$ cat config.mk
export PLATFORM = sky130hd
export DESIGN_NAME = pc_ctrl_flat
export DESIGN_NICKNAME = d
export VERILOG_FILES = /design/src/rtl/tb4004_pkg.sv /design/src/rtl/pc_ctrl_if.sv /design/src/rtl/pc_ctrl.sv /design/src/flat_wrapper.sv
export SDC_FILE = /design/constraint.sdc
export NUM_CORES = 1
export LEC_CHECK = 0
export CELL_PAD_IN_SITES_DETAIL_PLACEMENT = 1
export CELL_PAD_IN_SITES_GLOBAL_PLACEMENT = 1
export CORE_AREA = 5 5 86 72
export DETAILED_ROUTE_END_ITERATION = 6
export DIE_AREA = 0 0 91 77
export PLACE_DENSITY = 0.86
export REMOVE_ABC_BUFFERS = 1
export SKIP_CTS_REPAIR_TIMING = 1
export SYNTH_ARGS = -nofsm -noshare
export SYNTH_HDL_FRONTEND = slang
export SYNTH_SLANG_ARGS = --single-unit
$ cat constraint.sdc
create_clock -name clk -period 3.5 [get_ports clk]
set_input_delay 1.05 -clock clk [delete_from_list [all_inputs] [get_ports clk]]
set_output_delay 1.05 -clock clk [all_outputs]
set_load 0.05 [all_outputs]
$ cat src/rtl/tb4004_pkg.sv
// TB4004 shared definitions.
// Command and fault encodings, widths, PC adder.
package tb4004_pkg;

  localparam int PC_W = 12;
  localparam int SP_W = 3;

  typedef enum logic [2:0] {
    CMD_HOLD = 3'd0,
    CMD_INC1 = 3'd1,
    CMD_INC2 = 3'd2,
    CMD_JUN  = 3'd3,
    CMD_JIN  = 3'd4,
    CMD_JMS  = 3'd5,
    CMD_BBL  = 3'd6,
    CMD_RSVD = 3'd7
  } cmd_e;

  typedef enum logic [1:0] {
    FC_NONE = 2'b00,
    FC_OVF  = 2'b01,
    FC_UNF  = 2'b10
  } fcode_e;

  typedef enum logic [1:0] {
    ST_RUN,
    ST_POP_WAIT,
    ST_FAULT
  } state_e;

  // PC increment; wraps mod 4096
  function automatic logic [PC_W-1:0] pc_add(
    input logic [PC_W-1:0] p,
    input logic [1:0]      n
  );
    return p + PC_W'(n);
  endfunction

endpackage

$ cat src/rtl/pc_ctrl_if.sv
// Decode-to-PC-sequencer command handshake.
// master = decode, slave = pc_ctrl.
interface pc_ctrl_if;
  import tb4004_pkg::*;

  logic            cmdValid;
  logic [2:0]      cmd;
  logic [PC_W-1:0] target;
  logic            cmdReady;

  modport master (
    output cmdValid, cmd, target,
    input  cmdReady
  );

  modport slave (
    input  cmdValid, cmd, target,
    output cmdReady
  );

endinterface

$ cat src/rtl/pc_ctrl.sv
// TB4004 program-counter sequencer.
// Owns the PC, drives the call stack, flags over/underflow.
module pc_ctrl
  import tb4004_pkg::*;
#(
  parameter logic [PC_W-1:0] RESET_PC = 12'h000,
  parameter logic [SP_W-1:0] MAX_SP   = 3'd7
) (
  input  logic            clk,
  input  logic            rstN,
  pc_ctrl_if.slave        cif,
  output logic [PC_W-1:0] pc,
  output logic            stackPush,
  output logic            stackPop,
  output logic [PC_W-1:0] stackPcIn,
  input  logic [SP_W-1:0] stackSp,
  input  logic [PC_W-1:0] stackPcOut,
  input  logic            faultClr,
  output logic            fault,
  output logic [1:0]      faultCode
);

  state_e state;

  logic acc;
  logic isInc1;
  logic isInc2;
  logic isJun;
  logic isJin;
  logic isJms;
  logic isBbl;
  logic spFull;
  logic spEmpty;

  assign cif.cmdReady = rstN & (state == ST_RUN);
  assign acc          = cif.cmdReady & cif.cmdValid;

  assign isInc1 = cif.cmd == CMD_INC1;
  assign isInc2 = cif.cmd == CMD_INC2;
  assign isJun  = cif.cmd == CMD_JUN;
  assign isJin  = cif.cmd == CMD_JIN;
  assign isJms  = cif.cmd == CMD_JMS;
  assign isBbl  = cif.cmd == CMD_BBL;

  assign spFull  = stackSp == MAX_SP;
  assign spEmpty = stackSp == '0;

  assign stackPcIn = pc_add(pc, 2'd2);

  // Stack strobes fire only in the accept cycle of a legal call/return
  always_comb begin
    stackPush = 1'b0;
    stackPop  = 1'b0;
    if (acc) begin
      unique case (1'b1)
        isJms:   stackPush = ~spFull;
        isBbl:   stackPop  = ~spEmpty;
        default: ;
      endcase
    end
  end

  // Sequencer FSM: PC update, pop wait, sticky fault
  always_ff @(posedge clk or negedge rstN) begin
    if (!rstN) begin
      pc        <= RESET_PC;
      fault     <= 1'b0;
      faultCode <= FC_NONE;
      state     <= ST_RUN;
    end else begin
      unique case (state)
        ST_RUN: begin
          if (acc) begin
            unique case (1'b1)
              isInc1: pc <= pc_add(pc, 2'd1);
              isInc2: pc <= pc_add(pc, 2'd2);
              isJun:  pc <= cif.target;
              isJin:  pc <= {pc[PC_W-1:8], cif.target[7:0]};
              isJms: begin
                if (spFull) begin
                  fault     <= 1'b1;
                  faultCode <= FC_OVF;
                  state     <= ST_FAULT;
                end else begin
                  pc <= cif.target;
                end
              end
              isBbl: begin
                if (spEmpty) begin
                  fault     <= 1'b1;
                  faultCode <= FC_UNF;
                  state     <= ST_FAULT;
                end else begin
                  state <= ST_POP_WAIT;
                end
              end
              default: ;
            endcase
          end
        end
        ST_POP_WAIT: begin
          pc    <= stackPcOut;
          state <= ST_RUN;
        end
        ST_FAULT: begin
          if (faultClr) begin
            fault     <= 1'b0;
            faultCode <= FC_NONE;
            state     <= ST_RUN;
          end
        end
        default: state <= ST_RUN;
      endcase
    end
  end

endmodule

$ cat src/flat_wrapper.sv
// flat-port wrapper written by rule: the top's interface ports become plain ports
module pc_ctrl_flat import tb4004_pkg::*;
#(
  parameter logic [PC_W-1:0] RESET_PC = 12'h000,
  parameter logic [SP_W-1:0] MAX_SP   = 3'd7
)
  (clk, rstN, pc, stackPush, stackPop, stackPcIn, stackSp, stackPcOut, faultClr, fault, faultCode, cif_cmdValid, cif_cmd, cif_target, cif_cmdReady);
  pc_ctrl_if cif_i ();
  input  logic clk;
  input  logic rstN;
  output logic [PC_W-1:0] pc;
  output logic stackPush;
  output logic stackPop;
  output logic [PC_W-1:0] stackPcIn;
  input  logic [SP_W-1:0] stackSp;
  input  logic [PC_W-1:0] stackPcOut;
  input  logic faultClr;
  output logic fault;
  output logic [1:0] faultCode;
  input wire logic [$bits(cif_i.cmdValid)-1:0] cif_cmdValid;
  input wire logic [$bits(cif_i.cmd)-1:0] cif_cmd;
  input wire logic [$bits(cif_i.target)-1:0] cif_target;
  output wire logic [$bits(cif_i.cmdReady)-1:0] cif_cmdReady;
  assign cif_i.cmdValid = cif_cmdValid;
  assign cif_i.cmd = cif_cmd;
  assign cif_i.target = cif_target;
  assign cif_cmdReady = cif_i.cmdReady;
  pc_ctrl #(.RESET_PC(RESET_PC), .MAX_SP(MAX_SP)) u_core (.clk(clk), .rstN(rstN), .cif(cif_i), .pc(pc), .stackPush(stackPush), .stackPop(stackPop), .stackPcIn(stackPcIn), .stackSp(stackSp), .stackPcOut(stackPcOut), .faultClr(faultClr), .fault(fault), .faultCode(faultCode));
endmodule
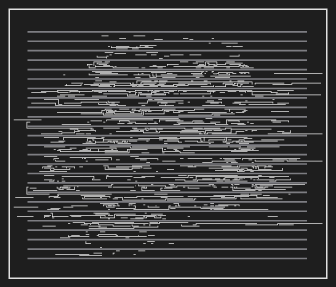
Figure 1: run 1, M1 wires.
Supply wires on this layer in gray.
main direction = horizontal
share of all routed wire = 47%
longest straight run = 32.2 um
met1 usage: 23.3%
Routed WL: 6120 um
Vias: 1,894

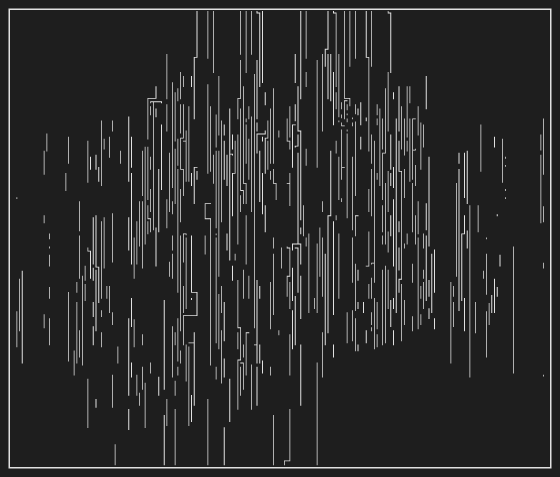
Figure 2: run 1, signal wires on met2.
share of all routed wire = 47%
longest straight run = 42.7 um
main direction = vertical
wire length on this layer = 2,870 um
met2 usage: 30.0%

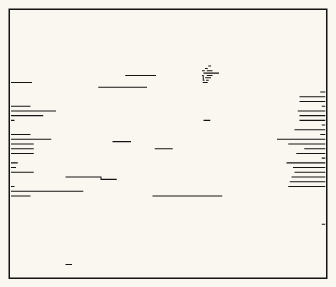
Figure 3: run 1, metal 3.
main direction = horizontal
wire length on this layer = 332 um
nets with wire on the layer = 51
met3 Use GR: 2.74%

==> impl_metrics.csv, run 1 <==
group,metric,value,unit
placed_design,dp_hpwl,4810,um
cells_and_area,drive_above_1_share,10.7,%
global_routing,grt_antenna_before_repair,0,
floorplanning,die_area,7010,um2
yosys,synth_cells,210,
drt,firstDrtPassIters,4,
flow_run,maxCapViolCount,0,
cells_and_area,layout_top_cell,"clkdlybuf4s50_1",
yosys,postSynthSeqShare,25.4,%
sta,setup_viol,0,
sta,hold_viol,0,
critical_path,cp-start-kind,"primary input",
yosys,edf_count,0,
yosys,synth_area_per_cell,7.97,um2
critical_path,crit_required,2450,ps
floorplanning,ios,64,
placed_design,io_buffers,63,
drt,drc,0,
drt,drt_iter0_drc,84,
hold_path,hold_path_class,"flip-flop to flip-flop",
sta,slew_viol_final,0,
drt,viasPerCell,5.64,
cells_and_area,stdcell_area,2440,um2
yosys,yosysWarnings,0,
floorplanning,die_width,91,um
cells_and_area,final_cell_mix,"clkdlybuf4s50_1, nand2_1, dfrtp_1",
cells_and_area,finalNetCount,309,
placed_design,dpl_cell_area,2390,um2
drt,wl_per_cell,18.2,um
placed_design,gp_congestion,0.829,
yosys,ys_ff,17,
floorplanning,std_cell_rows,24,
clocking,clock_path_buffers,2,
yosys,ys_cells,210,
sta,skew,7.05,ps
run_status,status,"finished, final reports clean",
[run 1: synthesized netlist by cell type, types with 3 or more instances]
library cell  instances
buf_4                 5
and4_1                3
xnor2_1               7
buf_2                 9
ha_1                  3
nand2_1              21
a221oi_1              5
nand2b_1              5
xor2_1                7
inv_1                 5
a211oi_1              3
and3_1                4
nand4_1               5
clkbuf_1              3
nor2_1               16
nor3_1                6
nand3_1               8
a21oi_1              16
a22o_1                3
dfrtp_1              17
o21ai_1               7
nand3b_1              4
o21ai_0               7
nor2b_1               7
[run 1: critical path, delay by kind of cell]
family                 cells  cell delay [ps]
buffers and inverters      2              710
AND/OR/NAND/NOR            2              540
[run 1: kinds of logic (layout without fill, tap and decap cells)]
| kind of cell | count (synthesis) | count (layout) | share of synthesized area (%) |
|---|---|---|---|
| adders and majority gates | 3 | 3 | 2.24 |
| AOI/OAI and AO/OA | 65 | 65 | 28.3 |
| xor gates and xnor gates | 14 | 14 | 7.32 |
| buffers and inverters | 22 | 83 | 6.73 |
| and+or+nand+nor | 86 | 86 | 28.2 |
| DFF | 17 | 17 | 25.4 |
| muxes | 3 | 3 | 1.87 |
[run 1: sequential cells by signal, summed over array words and instances (netlist names)]
register,flops
u_core.pc,12
u_core.faultCode,2
u_core.state,2
u_core.fault,1
[run 1: layout make-up]
type,instances,area (um2),area share [%]
Inverter,5,18.8,0.769
Tap cell,65,81.3,3.33
Multi-Input combinational cell,171,1140,46.5
Timing Repair Buffer,74,733,30.0
Sequential cell,17,425,17.4
Clock buffer,3,41.3,1.69
Clock inverter,1,5.00,0.205
[run 1: report_power, final]
group	switching (uW)	internal, uW
Sequential	104	244
Combinational	609	351
Clock	72.9	79.1
Total	786	674
[run 1: stage by stage]
step	std cells	hold slack, ps	setup slack [ps]
4_1_cts	336	490	124
3_3_place_gp	332	476	158
3_5_place_dp	332	472	153
2_1_floorplan	193	594	9.19
6_report	336	487	139
5_1_grt	336	508	39.5
[run 1: per-layer routing]
metal / wire length, um / global-route usage, % / vias up
met5: 0 / 0 / -
met4: 68 / 4.11 / 0
met3: 331 / 2.74 / 10
met2: 2870 / 30.0 / 66
met1: 2850 / 23.3 / 917
li1: - / - / 901
[run 1: final timing paths]
kind | start | to | slack [ps] | cells past startpoint
setup / recovery | rstN | stackPush | 140 | 4
hold / removal | u_core.faultCode[0]$_DFFE_PN0P_ | u_core.faultCode[0]$_DFFE_PN0P_ | 490 | 2
setup reg to reg | u_core.pc[2]$_DFFE_PN0P_ | u_core.pc[9]$_DFFE_PN0P_ | 1350 | 6
hold reg to reg | u_core.faultCode[0]$_DFFE_PN0P_ | u_core.faultCode[0]$_DFFE_PN0P_ | 490 | 2
max in group asynchronous | rstN | u_core.state[0]$_DFFE_PN0P_ | 2060 | 2
min in group asynchronous | rstN | u_core.pc[10]$_DFFE_PN0P_ | 1230 | 2
==> run 1 -> run 2 <==
--- a/config.mk
+++ b/config.mk
@@ -7,10 +7,11 @@
 export LEC_CHECK = 0
 export CELL_PAD_IN_SITES_DETAIL_PLACEMENT = 1
 export CELL_PAD_IN_SITES_GLOBAL_PLACEMENT = 1
-export CORE_AREA = 5 5 86 72
+export CORE_AREA = 5 5 78 80
+export CTS_BUF_LIST = sky130_fd_sc_hd__clkbuf_8
 export DETAILED_ROUTE_END_ITERATION = 6
-export DIE_AREA = 0 0 91 77
-export PLACE_DENSITY = 0.86
+export DIE_AREA = 0 0 83 85
+export PLACE_DENSITY = 0.85
 export REMOVE_ABC_BUFFERS = 1
 export SKIP_CTS_REPAIR_TIMING = 1
 export SYNTH_ARGS = -nofsm -noshare
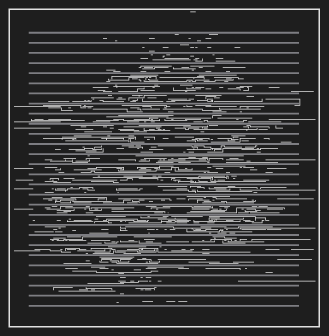
Figure 4: run 2, M1 wires.
Supply wires on this layer in gray.
wire length on this layer = 2,790 um
nets with wire on the layer = 273
main direction = horizontal
met1 usage: 21.5%
Routed WL: 5930 um
Vias: 1,890

==> run 2 against run 1 <==
  * Register-to-register slack better by 100 ps
  * Power fell by 0.92%
  * Sequential share of layout area down 0.14 points
  * Utilization is 0.34 points lower
  * Largest power group unchanged
  * Worst hold slack better by 16 ps
  * Setup slack improved by 7.3 ps
  * Clock power barely moved
==> impl_metrics.csv, run 2 <==
group,metric,value,unit
placed_design,gp_congestion,0.791,
drt,firstDrtPassIters,4,
hold_path,worstHoldPathCells,2,
hold_path,hp-start,"u_core.faultCode[0]$_DFFE_PN0P_",
yosys,top_cell,"nand2_1",
cells_and_area,final_cell_mix,"clkdlybuf4s50_1, nand2_1, dfrtp_1",
yosys,ys_ff,17,
floorplanning,std_cell_rows,27,
critical_path,cp-start-kind,"primary input",
sta,hold_viol,0,
placed_design,io_buffers,63,
placed_design,dp_hpwl,4690,um
global_routing,busiest_layer,"met2",
critical_path,crit_required,2450,ps
cells_and_area,largest-register,"u_core.pc",
cells_and_area,seq_area,425,um2
run_status,status,"finished, final reports clean",
sta,skew,3.94,ps
critical_path,cp-startpoint,"cif_cmd[1]",
flow_run,maxCapViolCount,0,
sta,setup_viol,0,
critical_path,rr_startpoint,"u_core.pc[2]$_DFFE_PN0P_",
drt,wl_per_cell,17.3,um
==> run 2: final cells by class <==
type / count / area share [%]
clock buffers: 3 / 1.68
repair buffers: 75 / 30.1
flip-flops and latches: 17 / 17.3
multi-input cells: 171 / 46.4
inverters: 5 / 0.763
clock inverters: 1 / 0.153
well taps: 72 / 3.66
==> run 2: final timing paths <==
| path | slack [ps] | endpoint |
|---|---|---|
| min in group asynchronous | 1220 | u_core.state[0]$_DFFE_PN0P_ |
| setup / recovery | 150 | stackPop |
| max in group asynchronous | 2070 | u_core.pc[7]$_DFFE_PN0P_ |
| setup reg to reg | 1450 | u_core.pc[11]$_DFFE_PN0P_ |
| hold / removal | 500 | u_core.faultCode[0]$_DFFE_PN0P_ |
| hold reg to reg | 500 | u_core.faultCode[0]$_DFFE_PN0P_ |
==> run 2: metrics by stage <==
stage	hold WS (ps)	cells	setup WS, ps	total power [uW]
2_1_floorplan	594	193	9.19	943
3_3_place_gp	479	340	139	1280
3_5_place_dp	488	340	106	1300
4_1_cts	506	344	81.1	1460
5_1_grt	526	344	4.89	1520
6_report	503	344	146	1450
==> run 2: kinds of logic after synthesis <==
group | synth area share (%)
compound gates | 28.3
xor+xnor | 7.32
flops | 25.4
mux | 1.87
simple gates | 28.2
buf+inv | 6.73
fa+ha+maj | 2.24
==> run 2: power by group <==
group          switching (uW)  internal [uW]
Sequential                110            244
Combinational             592            348
Clock                    74.3           78.2
==> run 2: layer usage <==
| layer | part of all wire (%) | wire length [um] |
|---|---|---|
| met5 | 0 | 0 |
| met4 | 1.8 | 106 |
| met2 | 47 | 2800 |
| met1 | 47 | 2790 |
| met3 | 4.0 | 237 |
==> run 2: critical path, stage by stage <==
cell	delay [ps]
clkdlybuf4s50_1	580
nand3b_1	140
nor3_1	350
buf_12	190
==> run 2 -> run 3 <==
--- a/config.mk
+++ b/config.mk
@@ -9,6 +9,7 @@
 export CELL_PAD_IN_SITES_GLOBAL_PLACEMENT = 1
 export CORE_AREA = 5 5 78 80
 export CTS_BUF_LIST = sky130_fd_sc_hd__clkbuf_8
+export CTS_CLUSTER_SIZE = 16
 export DETAILED_ROUTE_END_ITERATION = 6
 export DIE_AREA = 0 0 83 85
 export PLACE_DENSITY = 0.85
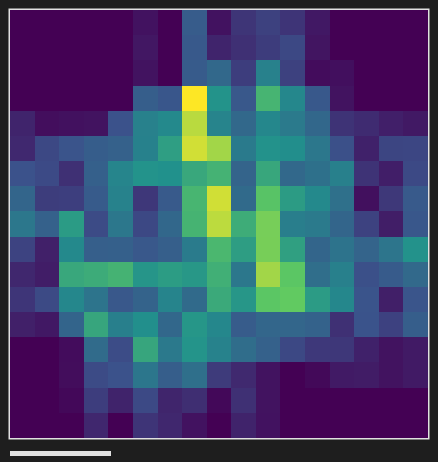
Figure 5: run 3, wiring heat map.
The bar under the picture is 20 um long. 17 x 17 tiles, from dark purple (low) to yellow (high), scaled to the fullest tile. Values are wire area over tile area, all layers added.
tiles over half the peak = 16%
nearly empty tiles = 21%
densest ninth of the die = center
mean over tiles = 0.13
gr usage total: 16.4%
Wirelength per Cell: 17.3 um

==> run 3 against run 2 <==
  * Sequential cell count did not move
  * Via count did not move
  * Cell count did not move
  * Non-clock buffer count did not move
  * Largest cell class unchanged
  * Setup slack did not move
  * Cell area did not move
  * Combinational power barely moved
==> impl_metrics.csv, run 3 <==
group,metric,value,unit
cells_and_area,stdcell_area,2460,um2
drt,drt_iter0_drc,105,
yosys,synth_cells,210,
sta,fin_ws,146,ps
critical_path,critPathBufInv,2,
drt,firstDrtPassIters,4,
placed_design,dp_hpwl,4690,um
cells_and_area,largest_reg_flops,12,
yosys,ys_ff,17,
yosys,yosysWarnings,0,
placed_design,io_buffers,63,
drt,viasPerCell,5.49,
critical_path,cp-startpoint,"cif_cmd[1]",
cells_and_area,reg_top3,"u_core.pc (12), u_core.faultCode (2), u_core.state (2)",
critical_path,rr_startpoint,"u_core.pc[2]$_DFFE_PN0P_",
yosys,top_cells_by_count,"nand2_1, dfrtp_1, a21oi_1, nor2_1, buf_2",
floorplanning,die_width,83,um
critical_path,cpMaxStageDelayCell,"clkdlybuf4s50_1",
yosys,ys_cells,210,
flow_run,maxCapViolCount,0,
floorplanning,ios,64,
critical_path,slowest_delay,580,ps
sta,skew,3.94,ps
cells_and_area,finalNetCount,310,
drt,drc,0,
placed_design,dpl_cell_area,2410,um2
sta,hold_viol,0,
critical_path,cp_cell_sequence,"clkdlybuf4s50_1, nand3b_1, nor3_1, buf_12",
hold_path,hold_path_class,"flip-flop to flip-flop",
run_status,status,"finished, final reports clean",
==> run 3: cell counts in the layout (fill, tap and decap cells not counted) <==
No cell type changed its count.
==> run 3: path summary, 6_finish.rpt <==
check | depth (start not counted) | slack [ps] | to
setup / recovery | 4 | 150 | stackPop
hold / removal | 2 | 500 | u_core.faultCode[0]$_DFFE_PN0P_
setup reg to reg | 6 | 1450 | u_core.pc[11]$_DFFE_PN0P_
hold reg to reg | 2 | 500 | u_core.faultCode[0]$_DFFE_PN0P_
max in group asynchronous | 2 | 2070 | u_core.pc[7]$_DFFE_PN0P_
min in group asynchronous | 2 | 1220 | u_core.state[0]$_DFFE_PN0P_
==> run 3: logic make-up after synthesis <==
kind of cell / after synthesis / share of synthesized area (%)
xor gates and xnor gates: 14 / 7.32
AOI/OAI and AO/OA: 65 / 28.3
muxes: 3 / 1.87
and+or+nand+nor: 86 / 28.2
adders and majority gates: 3 / 2.24
DFF: 17 / 25.4
buffers and inverters: 22 / 6.73
==> run 3: report_power, final <==
group	total, uW	internal (uW)	switching [uW]	leakage, uW
logic	940	348	592	0.000737
registers	354	244	110	0.000211
clock network	153	78.2	74.3	0.0000269
total	1450	670	776	0.000975
==> run 3: routing by layer <==
metal / vias up / GRT usage, % / part of all wire, %
met5: - / 0 / 0
met4: 0 / 5.35 / 1.8
met3: 9 / 2.33 / 4.0
met2: 54 / 27.9 / 47
met1: 923 / 21.5 / 47
li1: 904 / - / -
==> run 3: worst reg2reg max path, stage by stage, from the launching register on <==
cell,delay (ps)
dfrtp_1,490
ha_1,320
and4_1,330
nand3_1,120
xnor2_1,170
a221o_1,320
a22o_1,190
==> run 3: layout make-up <==
cell class | instances | area [um2]
Clock buffer | 3 | 41.3
Multi-Input combinational cell | 171 | 1140
Clock inverter | 1 | 3.75
Tap cell | 72 | 90.1
Timing Repair Buffer | 75 | 741
Sequential cell | 17 | 425
Inverter | 5 | 18.8
Fill cell | 676 | 2880
==> run 3: metrics by stage <==
stage          hold slack [ps]  power [uW]
6_report                   503        1450
5_1_grt                    526        1520
4_1_cts                    506        1460
3_5_place_dp               488        1300
3_3_place_gp               479        1280
2_1_floorplan              594         943
Power is estimated from default activity; no workload was simulated.
